[config.mk]
export PLATFORM = sky130hd
export DESIGN_NAME = rr_arb_4x1
export DESIGN_NICKNAME = d
export VERILOG_FILES = /design/src/rtl/rr_arb_pkg.sv /design/src/rtl/mux_4x1.sv /design/src/rtl/rr_pick.sv /design/src/rtl/rr_arb_4x1.sv
export SDC_FILE = /design/constraint.sdc
export NUM_CORES = 1
export LEC_CHECK = 0
export ABC_AREA = 1
export CAP_MARGIN = 20
export CORE_UTILIZATION = 32
export CTS_CLUSTER_DIAMETER = 120
export CTS_CLUSTER_SIZE = 12
export DETAILED_ROUTE_END_ITERATION = 7
export PLACE_DENSITY = 0.88
export SYNTH_ARGS = -nofsm -noshare
export SYNTH_HDL_FRONTEND = slang
export SYNTH_HIERARCHICAL = 1
export SYNTH_SLANG_ARGS = --single-unit
[constraint.sdc]
create_clock -name clk -period 3.2 [get_ports clk]
set_clock_uncertainty 0.05 [all_clocks]
set_input_delay 0.64 -clock clk [delete_from_list [all_inputs] [get_ports clk]]
set_output_delay 0.64 -clock clk [all_outputs]
set_load 0.02 [all_outputs]
[src/rtl/rr_arb_pkg.sv]
// Shared types and constants for the four-channel round-robin arbiter.
package rr_arb_pkg;

  typedef enum logic {
    IDLE  = 1'b0,
    GRANT = 1'b1
  } state_t;

  localparam int NUM_CH = 4;
  localparam int SEL_W  = 2;

  // Reset value of the last-grant pointer: channel 0 is scanned first.
  localparam logic [SEL_W-1:0] RST_LAST = 2'd3;

endpackage

[src/rtl/mux_4x1.sv]
// Plain 4:1 word multiplexer driven by the arbiter's registered select.
module mux_4x1 #(
  parameter int WIDTH = 32
) (
  input  logic [1:0]       sel,
  input  logic [WIDTH-1:0] in0,
  input  logic [WIDTH-1:0] in1,
  input  logic [WIDTH-1:0] in2,
  input  logic [WIDTH-1:0] in3,
  output logic [WIDTH-1:0] out
);

  // Route the selected input word to the output.
  always_comb begin
    case (sel)
      2'd0:    out = in0;
      2'd1:    out = in1;
      2'd2:    out = in2;
      default: out = in3;
    endcase
  end

endmodule

[src/rtl/rr_pick.sv]
// Combinational priority rotator: first requester after 'last', wrapping mod 4.
module rr_pick
  import rr_arb_pkg::*;
(
  input  logic [NUM_CH-1:0] req,
  input  logic [SEL_W-1:0]  last,
  output logic [SEL_W-1:0]  idx,
  output logic              any
);

  logic [SEL_W-1:0] cand;

  // Scan from farthest to nearest so the nearest requester after 'last' wins.
  always_comb begin
    idx  = '0;
    cand = '0;
    for (int i = NUM_CH; i >= 1; i--) begin
      cand = last + SEL_W'(i);
      if (req[cand]) begin
        idx = cand;
      end
    end
    any = |req;
  end

endmodule

[src/rtl/rr_arb_4x1.sv]
// Four-channel round-robin arbiter feeding mux_4x1 over a valid/ready channel.
//
// state | meaning
// ------+----------------------------------------------------------------
// IDLE  | no word presented; waiting for any in_valid
// GRANT | word from source 'select' presented with out_valid=1 until taken
module rr_arb_4x1
  import rr_arb_pkg::*;
#(
  parameter int WIDTH = 32
) (
  input  logic             clk,
  input  logic             rst_n,
  input  logic [3:0]       in_valid,
  input  logic [WIDTH-1:0] in0,
  input  logic [WIDTH-1:0] in1,
  input  logic [WIDTH-1:0] in2,
  input  logic [WIDTH-1:0] in3,
  output logic [3:0]       in_ready,
  output logic [1:0]       select,
  output logic             out_valid,
  output logic [WIDTH-1:0] out,
  input  logic             out_ready
);

  state_t            state_q, state_d;
  logic [SEL_W-1:0]  select_q, select_d;
  logic [SEL_W-1:0]  last_q, last_d;
  logic              out_valid_q, out_valid_d;

  logic              xfer;
  logic [NUM_CH-1:0] mask;
  logic [NUM_CH-1:0] pick_req;
  logic [SEL_W-1:0]  pick_last;
  logic [SEL_W-1:0]  pick_idx;
  logic              pick_any;

  assign xfer      = out_valid_q & out_ready;
  assign select    = select_q;
  assign out_valid = out_valid_q;

  // The just-consumed source sits out the back-to-back re-arbitration only.
  assign mask      = in_valid & ~(NUM_CH'(1) << select_q);
  assign pick_req  = (state_q == GRANT) ? mask : in_valid;
  // On a transfer the pointer moves to the consumed source before picking.
  assign pick_last = xfer ? select_q : last_q;

  rr_pick u_pick (
    .req  (pick_req),
    .last (pick_last),
    .idx  (pick_idx),
    .any  (pick_any)
  );

  mux_4x1 #(.WIDTH(WIDTH)) u_mux (
    .sel (select_q),
    .in0 (in0),
    .in1 (in1),
    .in2 (in2),
    .in3 (in3),
    .out (out)
  );

  // Acceptance strobe goes only to the granted source, only on a transfer.
  always_comb begin
    in_ready = '0;
    if (xfer) begin
      in_ready[select_q] = 1'b1;
    end
  end

  // Next-state: grant on request, hold under backpressure, re-arbitrate on transfer.
  always_comb begin
    state_d     = state_q;
    select_d    = select_q;
    last_d      = last_q;
    out_valid_d = out_valid_q;
    case (state_q)
      IDLE: begin
        if (pick_any) begin
          select_d    = pick_idx;
          state_d     = GRANT;
          out_valid_d = 1'b1;
        end
      end
      GRANT: begin
        if (xfer) begin
          last_d = select_q;
          if (pick_any) begin
            select_d = pick_idx;
          end else begin
            state_d     = IDLE;
            out_valid_d = 1'b0;
          end
        end
      end
      default: begin
        state_d     = IDLE;
        out_valid_d = 1'b0;
      end
    endcase
  end

  // State and registered outputs; reset clears everything immediately.
  always_ff @(posedge clk or negedge rst_n) begin
    if (!rst_n) begin
      state_q     <= IDLE;
      select_q    <= '0;
      last_q      <= RST_LAST;
      out_valid_q <= 1'b0;
    end else begin
      state_q     <= state_d;
      select_q    <= select_d;
      last_q      <= last_d;
      out_valid_q <= out_valid_d;
    end
  end

endmodule

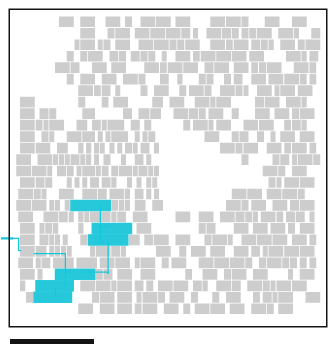
*I/O nets highlighted*
Bar = 20 um.
colour	port	bits	direction	edge	end cells	wire
cyan	rst_n	1	input	west	6	48.8 um

==> impl_metrics.yaml <==
# generated from flow reports
status:
  status: "finished, final reports clean"
power_and_ir_drop:
  ir_worst_vdd_v: 0.000622
  power_frac_comb_pct: 89.6
  intPower_mw: 1.24
  leakage_nw: 1.35
  sequentialPower_mw: 0.176
sta:
  hold_viol: 0
  rsz0062_at_grt: "false"
  setup_tns_ns: 0
  setup_viol: 0
  slew_viol_final: 0
  fin_crit_ns: 2.87
yosys:
  synth.cell_area_sq_um: 1700
  synthCells: 287
  yosysChipArea_sq_um: 1700
  yosys.area.top_type: "nand3_1"
  numSynthFlops: 6
cells_and_area:
  fillCellCount: 469
  fin_nets: 581
  buffers: 179
  drive_gt1_share_pct: 9.89
  seq_share_pct: 4.60
  diodes: 0
floorplan:
  tap_cells: 70
  chipHeight_um: 74.9
setup_path:
  reg2reg_setup_slack_ns: 0.94
  r2r-end: "select[0]"
  worstSetupStartpointType: "register"
  r2r_cells: 14
  crit_arrival_ns: 2.18
  path_buffers: 2
  critical_path_class: "reg2out"
  crit_required_ns: 2.51
cts:
  postCtsResizedCells: 0
  cts_buffers: 3
  post-cts-setup-buffers: 0
  cts-root-buf: "clkbuf_8"
place:
  dp_slack_ns: 0.465
routing:
  wl_met2_um: 3730
  drt_pass1_iterations: 4
job:
  warning_count: 26
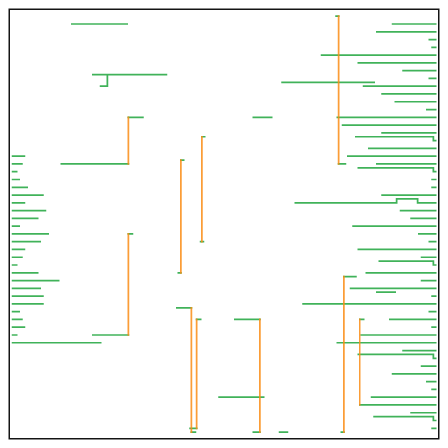
*Wiring by layer*
Two of the layers only.
colour	layer	wire length
green	M3	643 um
orange	M4	192 um
vias: 2693
per-cell routed wire length: 14.8 um
total track usage: 24.9%
WL final: 7630 um

==> layout by cell type, fill, tap and decap left out, types with 2 or more instances in the layout <==
| cell | count |
|---|---|
| nor2_1 | 6 |
| dfrtp_1 | 2 |
| clkbuf_8 | 3 |
| nand2_4 | 2 |
| nand2_1 | 68 |
| inv_4 | 2 |
| nand2_2 | 9 |
| nand3_1 | 94 |
| inv_2 | 3 |
| buf_4 | 6 |
| o21ai_2 | 3 |
| inv_1 | 16 |
| nand4_1 | 34 |
| a31oi_1 | 2 |
| dfstp_2 | 2 |
| nand3_2 | 10 |
| clkdlybuf4s50_1 | 173 |
| dfrtp_2 | 2 |
==> registers in the layout, indices dropped and copies added (netlist names) <==
register and flops:
last_q 2, out_valid 1, select 2, state_q 1
==> cells by family after synthesis <==
family                 Yosys count  synth area share (%)
AOI/OAI and AO/OA               10                  4.27
buffers and inverters           46                  18.9
DFF                              6                  8.98
and+or+nand+nor                225                  67.9
==> cell usage after synthesis <==
cell,n
a21oi_2,1
a31oi_1,2
buf_12,1
buf_2,8
buf_4,6
buf_6,5
buf_8,5
dfrtp_1,4
dfstp_2,2
inv_1,16
inv_2,3
inv_4,2
nand2_1,68
nand2_2,9
nand2_4,2
nand3_1,94
nand3_2,10
nand3b_1,1
nand4_1,34
nor2_1,6
nor2_2,1
o21a_1,1
o21ai_0,1
o21ai_1,1
o21ai_2,3
o21bai_1,1
==> per-stage QoR <==
step / cell area (sq um) / util, % / instances / hold slack [ns] / power, mW
CTS: 3370 / 66.1 / 515 / 0.420 / 2.81
finish: 3370 / 66.1 / 515 / 0.419 / 2.80
detailed placement: 3330 / 65.2 / 511 / 0.415 / 2.69
global route: 3370 / 66.1 / 515 / 0.443 / 3.02
global placement: 3330 / 65.2 / 511 / 0.408 / 2.63
floorplan: 1700 / - / 287 / 0.294 / 1.84
Power figures rest on the tool's default switching activity, not on a simulated workload.
